### config.mk
export PLATFORM = sky130hd
export DESIGN_NAME = data_mem_seq
export DESIGN_NICKNAME = d
export VERILOG_FILES = /design/src/rtl/data_mem_seq.sv
export SDC_FILE = /design/constraint.sdc
export NUM_CORES = 2
export LEC_CHECK = 0
export ABC_AREA = 1
export CAP_MARGIN = 25
export CORE_MARGIN = 5
export CORE_UTILIZATION = 45
export DETAILED_ROUTE_END_ITERATION = 6
export GPL_ROUTABILITY_DRIVEN = 0
export MAX_ROUTING_LAYER = met4
export PLACE_DENSITY = 0.63
export REMOVE_ABC_BUFFERS = 1
export SLEW_MARGIN = 20
export SYNTH_ARGS = -nofsm -noshare
export SYNTH_HDL_FRONTEND = slang
export SYNTH_SLANG_ARGS = --single-unit
### constraint.sdc
create_clock -name Clk -period 15.7 [get_ports Clk]
set_input_delay 3.14 -clock Clk [delete_from_list [all_inputs] [get_ports Clk]]
set_output_delay 3.14 -clock Clk [all_outputs]
set_load 0.01 [all_outputs]
### src/rtl/data_mem_seq.sv
`default_nettype none
// ============================================================================
// Module      : data_mem_seq
// Description : Parametrised single-port data memory for the custom CPU.
//               After reset, a small sequencer clears one word per cycle. It
//               then optionally writes the constant table (LFSR tap patterns,
//               space and delimiter characters), one entry per cycle. When
//               that finishes it raises Ready. Read latency is 0 (combinational)
//               or 1 (registered, read-first).
// Ports       : Clk         - clock
//               Reset       - synchronous active-high reset
//               WriteEn     - CPU write strobe, honoured only while Ready=1
//               DataAddress - CPU read/write address (AW bits)
//               DataIn      - CPU write data (W bits)
//               DataOut     - read data, forced to 0 while not Ready
//               Ready       - high once initialisation has completed
//               WrIgnored   - one-cycle pulse after a dropped CPU write
// Revision    : 1.0 - initial release
// ============================================================================
module data_mem_seq #(
    parameter int W          = 8,
    parameter int AW         = 8,
    parameter int RD_LAT     = 0,
    parameter int PRELOAD_EN = 1
) (
    input  logic          Clk,
    input  logic          Reset,
    input  logic          WriteEn,
    input  logic [AW-1:0] DataAddress,
    input  logic [W-1:0]  DataIn,
    output logic [W-1:0]  DataOut,
    output logic          Ready,
    output logic          WrIgnored
);

    localparam int            DEPTH     = 2**AW;
    localparam logic [AW-1:0] LAST_PTR  = {AW{1'b1}};
    localparam logic [3:0]    LAST_IDX  = 4'd10;

    localparam logic [1:0]    S_CLEAR   = 2'd0;
    localparam logic [1:0]    S_PRELOAD = 2'd1;
    localparam logic [1:0]    S_READY   = 2'd2;

    logic [W-1:0]  core [0:DEPTH-1];

    logic [1:0]    state_q, state_d;
    logic [AW-1:0] ptr_q,   ptr_d;
    logic [3:0]    idx_q,   idx_d;
    logic          ready_q, ready_d;
    logic          wr_ign_q, wr_ign_d;

    logic          mem_we;
    logic [AW-1:0] mem_addr;
    logic [W-1:0]  mem_wdata;

    logic [7:0]    tbl_addr;
    logic [7:0]    tbl_val;
    logic          tbl_in_range;

    // ------------------------------------------------------------------
    // State register
    // ------------------------------------------------------------------
    always_ff @(posedge Clk) begin
        if (Reset) begin
            state_q  <= S_CLEAR;
            ptr_q    <= '0;
            idx_q    <= '0;
            ready_q  <= 1'b0;
            wr_ign_q <= 1'b0;
        end else begin
            state_q  <= state_d;
            ptr_q    <= ptr_d;
            idx_q    <= idx_d;
            ready_q  <= ready_d;
            wr_ign_q <= wr_ign_d;
        end
    end

    // ------------------------------------------------------------------
    // Next-state logic
    // ------------------------------------------------------------------
    always_comb begin
        state_d = state_q;
        ptr_d   = ptr_q;
        idx_d   = idx_q;
        case (state_q)
            S_CLEAR: begin
                // ptr wraps back to 0 exactly when leaving CLEAR
                ptr_d = ptr_q + AW'(1);
                if (ptr_q == LAST_PTR) begin
                    state_d = (PRELOAD_EN != 0) ? S_PRELOAD : S_READY;
                end
            end
            S_PRELOAD: begin
                idx_d = idx_q + 4'd1;
                if (idx_q == LAST_IDX) begin
                    state_d = S_READY;
                end
            end
            S_READY: begin
                state_d = S_READY;
            end
            default: begin
                state_d = S_CLEAR;
            end
        endcase
    end

    // ------------------------------------------------------------------
    // Constant table: entry idx -> (address, value). Address 139 is skipped.
    // ------------------------------------------------------------------
    always_comb begin
        tbl_addr = 8'd141;
        tbl_val  = 8'h00;
        case (idx_q)
            4'd0:    begin tbl_addr = 8'd130; tbl_val = 8'h60; end
            4'd1:    begin tbl_addr = 8'd131; tbl_val = 8'h48; end
            4'd2:    begin tbl_addr = 8'd132; tbl_val = 8'h78; end
            4'd3:    begin tbl_addr = 8'd133; tbl_val = 8'h72; end
            4'd4:    begin tbl_addr = 8'd134; tbl_val = 8'h6A; end
            4'd5:    begin tbl_addr = 8'd135; tbl_val = 8'h69; end
            4'd6:    begin tbl_addr = 8'd136; tbl_val = 8'h5C; end
            4'd7:    begin tbl_addr = 8'd137; tbl_val = 8'h7E; end
            4'd8:    begin tbl_addr = 8'd138; tbl_val = 8'h7B; end
            4'd9:    begin tbl_addr = 8'd140; tbl_val = 8'h20; end
            default: begin tbl_addr = 8'd141; tbl_val = 8'h00; end
        endcase
        // Entries beyond a small memory still consume their cycle
        tbl_in_range = (int'(tbl_addr) < DEPTH);
    end

    // ------------------------------------------------------------------
    // Output logic: memory write port, Ready and WrIgnored
    // ------------------------------------------------------------------
    always_comb begin
        mem_we    = 1'b0;
        mem_addr  = ptr_q;
        mem_wdata = '0;
        case (state_q)
            S_CLEAR: begin
                mem_we    = 1'b1;
                mem_addr  = ptr_q;
                mem_wdata = '0;
            end
            S_PRELOAD: begin
                mem_we    = tbl_in_range;
                mem_addr  = AW'(tbl_addr);
                mem_wdata = W'(tbl_val);
            end
            S_READY: begin
                mem_we    = WriteEn;
                mem_addr  = DataAddress;
                mem_wdata = DataIn;
            end
            default: begin
                mem_we    = 1'b0;
            end
        endcase
        // Ready registers the entry into READY so it rises on that same edge
        ready_d  = (state_d == S_READY);
        wr_ign_d = WriteEn && !ready_q;
    end

    // Memory keeps its contents while Reset is held
    always_ff @(posedge Clk) begin
        if (!Reset && mem_we) begin
            core[mem_addr] <= mem_wdata;
        end
    end

    assign Ready     = ready_q;
    assign WrIgnored = wr_ign_q;

    // ------------------------------------------------------------------
    // Read path
    // ------------------------------------------------------------------
    generate
        if (RD_LAT == 0) begin : g_rd_comb
            assign DataOut = ready_q ? core[DataAddress] : '0;
        end else begin : g_rd_reg
            logic [W-1:0] dout_q, dout_d;

            // Array read happens before the edge's write lands: read-first
            always_comb begin
                dout_d = ready_q ? core[DataAddress] : '0;
            end

            always_ff @(posedge Clk) begin
                if (Reset) begin
                    dout_q <= '0;
                end else begin
                    dout_q <= dout_d;
                end
            end

            assign DataOut = dout_q;
        end
    endgenerate

endmodule
`default_nettype wire
**Met2 routing**

Cells faint in the background.
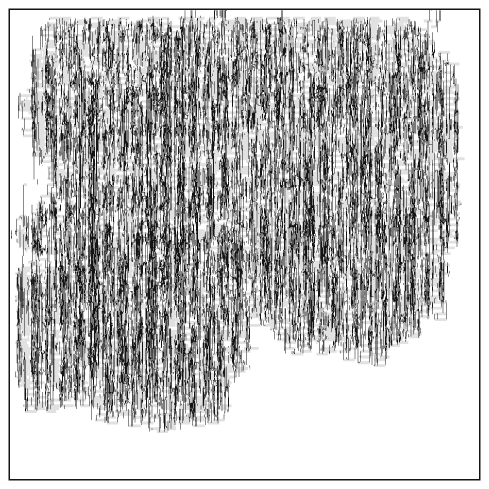
share of all routed wire: 46%
wire length on this layer: 108 mm
main direction: vertical
nets with wire on the layer: 5,007
longest straight run: 129 um
met2 usage: 35.6%
routed wire length: 236,000 um
via count: 55.7k

==> results.yml <==
# flow metrics
die:
  dieHeight_um: 444
  core_area_um2: 188000
  ios: 29
  die-area_um2: 197000
  fp-row-count: 159
logic_synthesis:
  ys_area_um2: 84800
  synth.distinct_cells: 32
  synth_top_flop_cell: "edfxtp_1"
  synth_flops: 2075
  compound_area_share_pct: 0.728
  syn_inst: 7203
  ys_seq_share_pct: 73.1
  ys_cells: 7203
  async_flop_share_pct: 0
placement:
  pre_cts_ws_ps: 4500
  port_buffers: 28
clocking:
  ctsResizeCount: 0
timing:
  period_needed_ps: 11330
  max_freq_mhz: 88.2
  hold_slack_ps: 509
  period_used_pct: 72.2
  finClkSkew_ps: 22.7
  setup_tns_ps: 0
  timing.final.ws_setup_ps: 4370
power_and_ir_drop:
  seq_power_share_pct: 53.1
  clockPowerShare_pct: 41.2
  sw_frac_of_total_pct: 22.6
  p_comb_share_pct: 5.7
  max-vdd-ir-drop_uv: 109
  power_mw: 11.4
setup_path:
  path_common_cell: "nand3_1"
  cpMaxStageDelayCell: "buf_4"
  worst_ep_arrival_time_ps: 8190
hold_path:
  hold_class: "register to register"
cells_and_area:
  dominant_cells: "flip-flops and latches"
  final_area_um2: 93100
  n_all_inverters: 70
  seq_area_share_pct: 66.7
  nNetsFinal: 7072
  n_fill_cell: 16100
  comb_area_share_pct: 21.6
  nNonClkBuffers: 115
route:
  post_drt_via_cell_ratio: 5.74
global_routing:
  grt-ovfl-total: 0
run_status:
  run_status: "complete, no violations"
**The metal 4 layer**

The bar under the picture is 100 um long. Cells faint in the background.
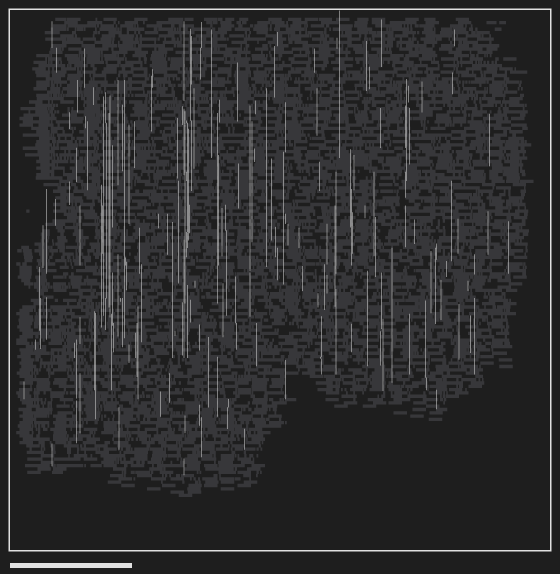
main direction: vertical
wire length on this layer: 8,540 um
longest straight run: 212 um
share of all routed wire: 3.6%

## power by group through the flow
stage | registers (mW) | logic [mW] | clock network, mW
global route | 6.03 | 0.703 | 4.97
finish | 6.03 | 0.650 | 4.68
CTS | 6.03 | 0.641 | 4.73
floorplan | 6.15 | 0.380 | 0
detailed placement | 6.15 | 0.638 | 0
global placement | 6.15 | 0.634 | 0
## flip-flops by register name, summed over array words and instances (netlist names)
name,count
ptr_q,8
core,2048
state_q,2
WrIgnored,1
idx_q,4
tbl_addr,4
tbl_val,7
Ready,1
## Yosys cell counts (2+ instances only)
| library cell | number | area [um2] |
|---|---|---|
| inv_2 | 9 | 33.8 |
| a22o_1 | 7 | 61.3 |
| nand2_2 | 9 | 56.3 |
| o21ai_0 | 46 | 230 |
| buf_2 | 286 | 1430 |
| nor2_2 | 10 | 62.6 |
| buf_4 | 68 | 510 |
| o21ai_1 | 3 | 15.0 |
| ha_1 | 15 | 188 |
| nor2_1 | 368 | 1380 |
| buf_1 | 56 | 210 |
| a21oi_1 | 21 | 105 |
| dfxtp_1 | 27 | 541 |
| clkinv_1 | 2 | 7.51 |
| nor3_1 | 12 | 60.1 |
| inv_1 | 58 | 218 |
| o22ai_2 | 3 | 37.5 |
| o21a_1 | 3 | 22.5 |
| buf_6 | 9 | 101 |
| nand4_1 | 2 | 12.5 |
| o22ai_1 | 16 | 100 |
| edfxtp_1 | 2048 | 61500 |
| nand3_1 | 1940 | 9710 |
| nor2_4 | 3 | 33.8 |
| nand2_1 | 2107 | 7910 |
| clkbuf_1 | 69 | 259 |
## worst paths after layout
check	from	slack [ps]	endpoint	cells past startpoint
max	DataAddress[0]	4370	DataOut[4]	15
min	ptr_q[3]	510	ptr_q[3]	2
max reg2reg	state_q[1]	11070	core[162][7]	8
min reg2reg	ptr_q[3]	510	ptr_q[3]	2
## layer usage
metal  GRT usage [%]  share of wire (%)  vias to the layer above
met1            33.4                 41                    27400
li1                -                  -                    25200
met5               -                  0                        -
met3            5.08                 10                      433
met2            35.6                 46                     2731
met4            8.43                3.6                        0
## tightest hold or removal path, cell delays in order (launching register included)
cell and delay [ps]:
dfxtp_1 310, inv_1 90, a21oi_1 70
## layout by cell type (no fill, tap or decap), types with 2 or more instances in the layout
cell             synthesis  routed
o22ai_1                 16      16
clkdlybuf4s50_1          0      22
bufinv_16                0       9
a22o_4                   0       7
diode_2                  0       5
nor3_1                  12      11
o21ai_1                  3       3
nand2_2                  9      10
o21ai_0                 46      46
clkinvlp_4               0       2
nor2_1                 368     366
nor2_2                  10      12
o22ai_2                  3       3
clkinv_2                 0      29
a21oi_1                 21      21
clkbuf_16                0     211
inv_16                   0       3
clkbuf_1                69      54
buf_12                   0      15
nand4_1                  2       2
o21a_1                   3       3
clkinv_8                 0       6
inv_1                   58      53
nand3_1               1940    1939
clkinv_1                 2      65
buf_2                  286       2
buf_8                    0       3
dfxtp_1                 27      27
nand2_1               2107    2106
inv_2                    9      10
ha_1                    15      15
inv_6                    0       3
edfxtp_1              2048    2048
inv_8                    0       3
buf_4                   68      70
nor2_4                   3       3
## cell families after synthesis
group	count (synthesis)
compound gates	104
fa+ha+maj	15
buf+inv	558
flops	2075
simple gates	4451
No activity file was given, so power comes from the tool's default toggle rates.
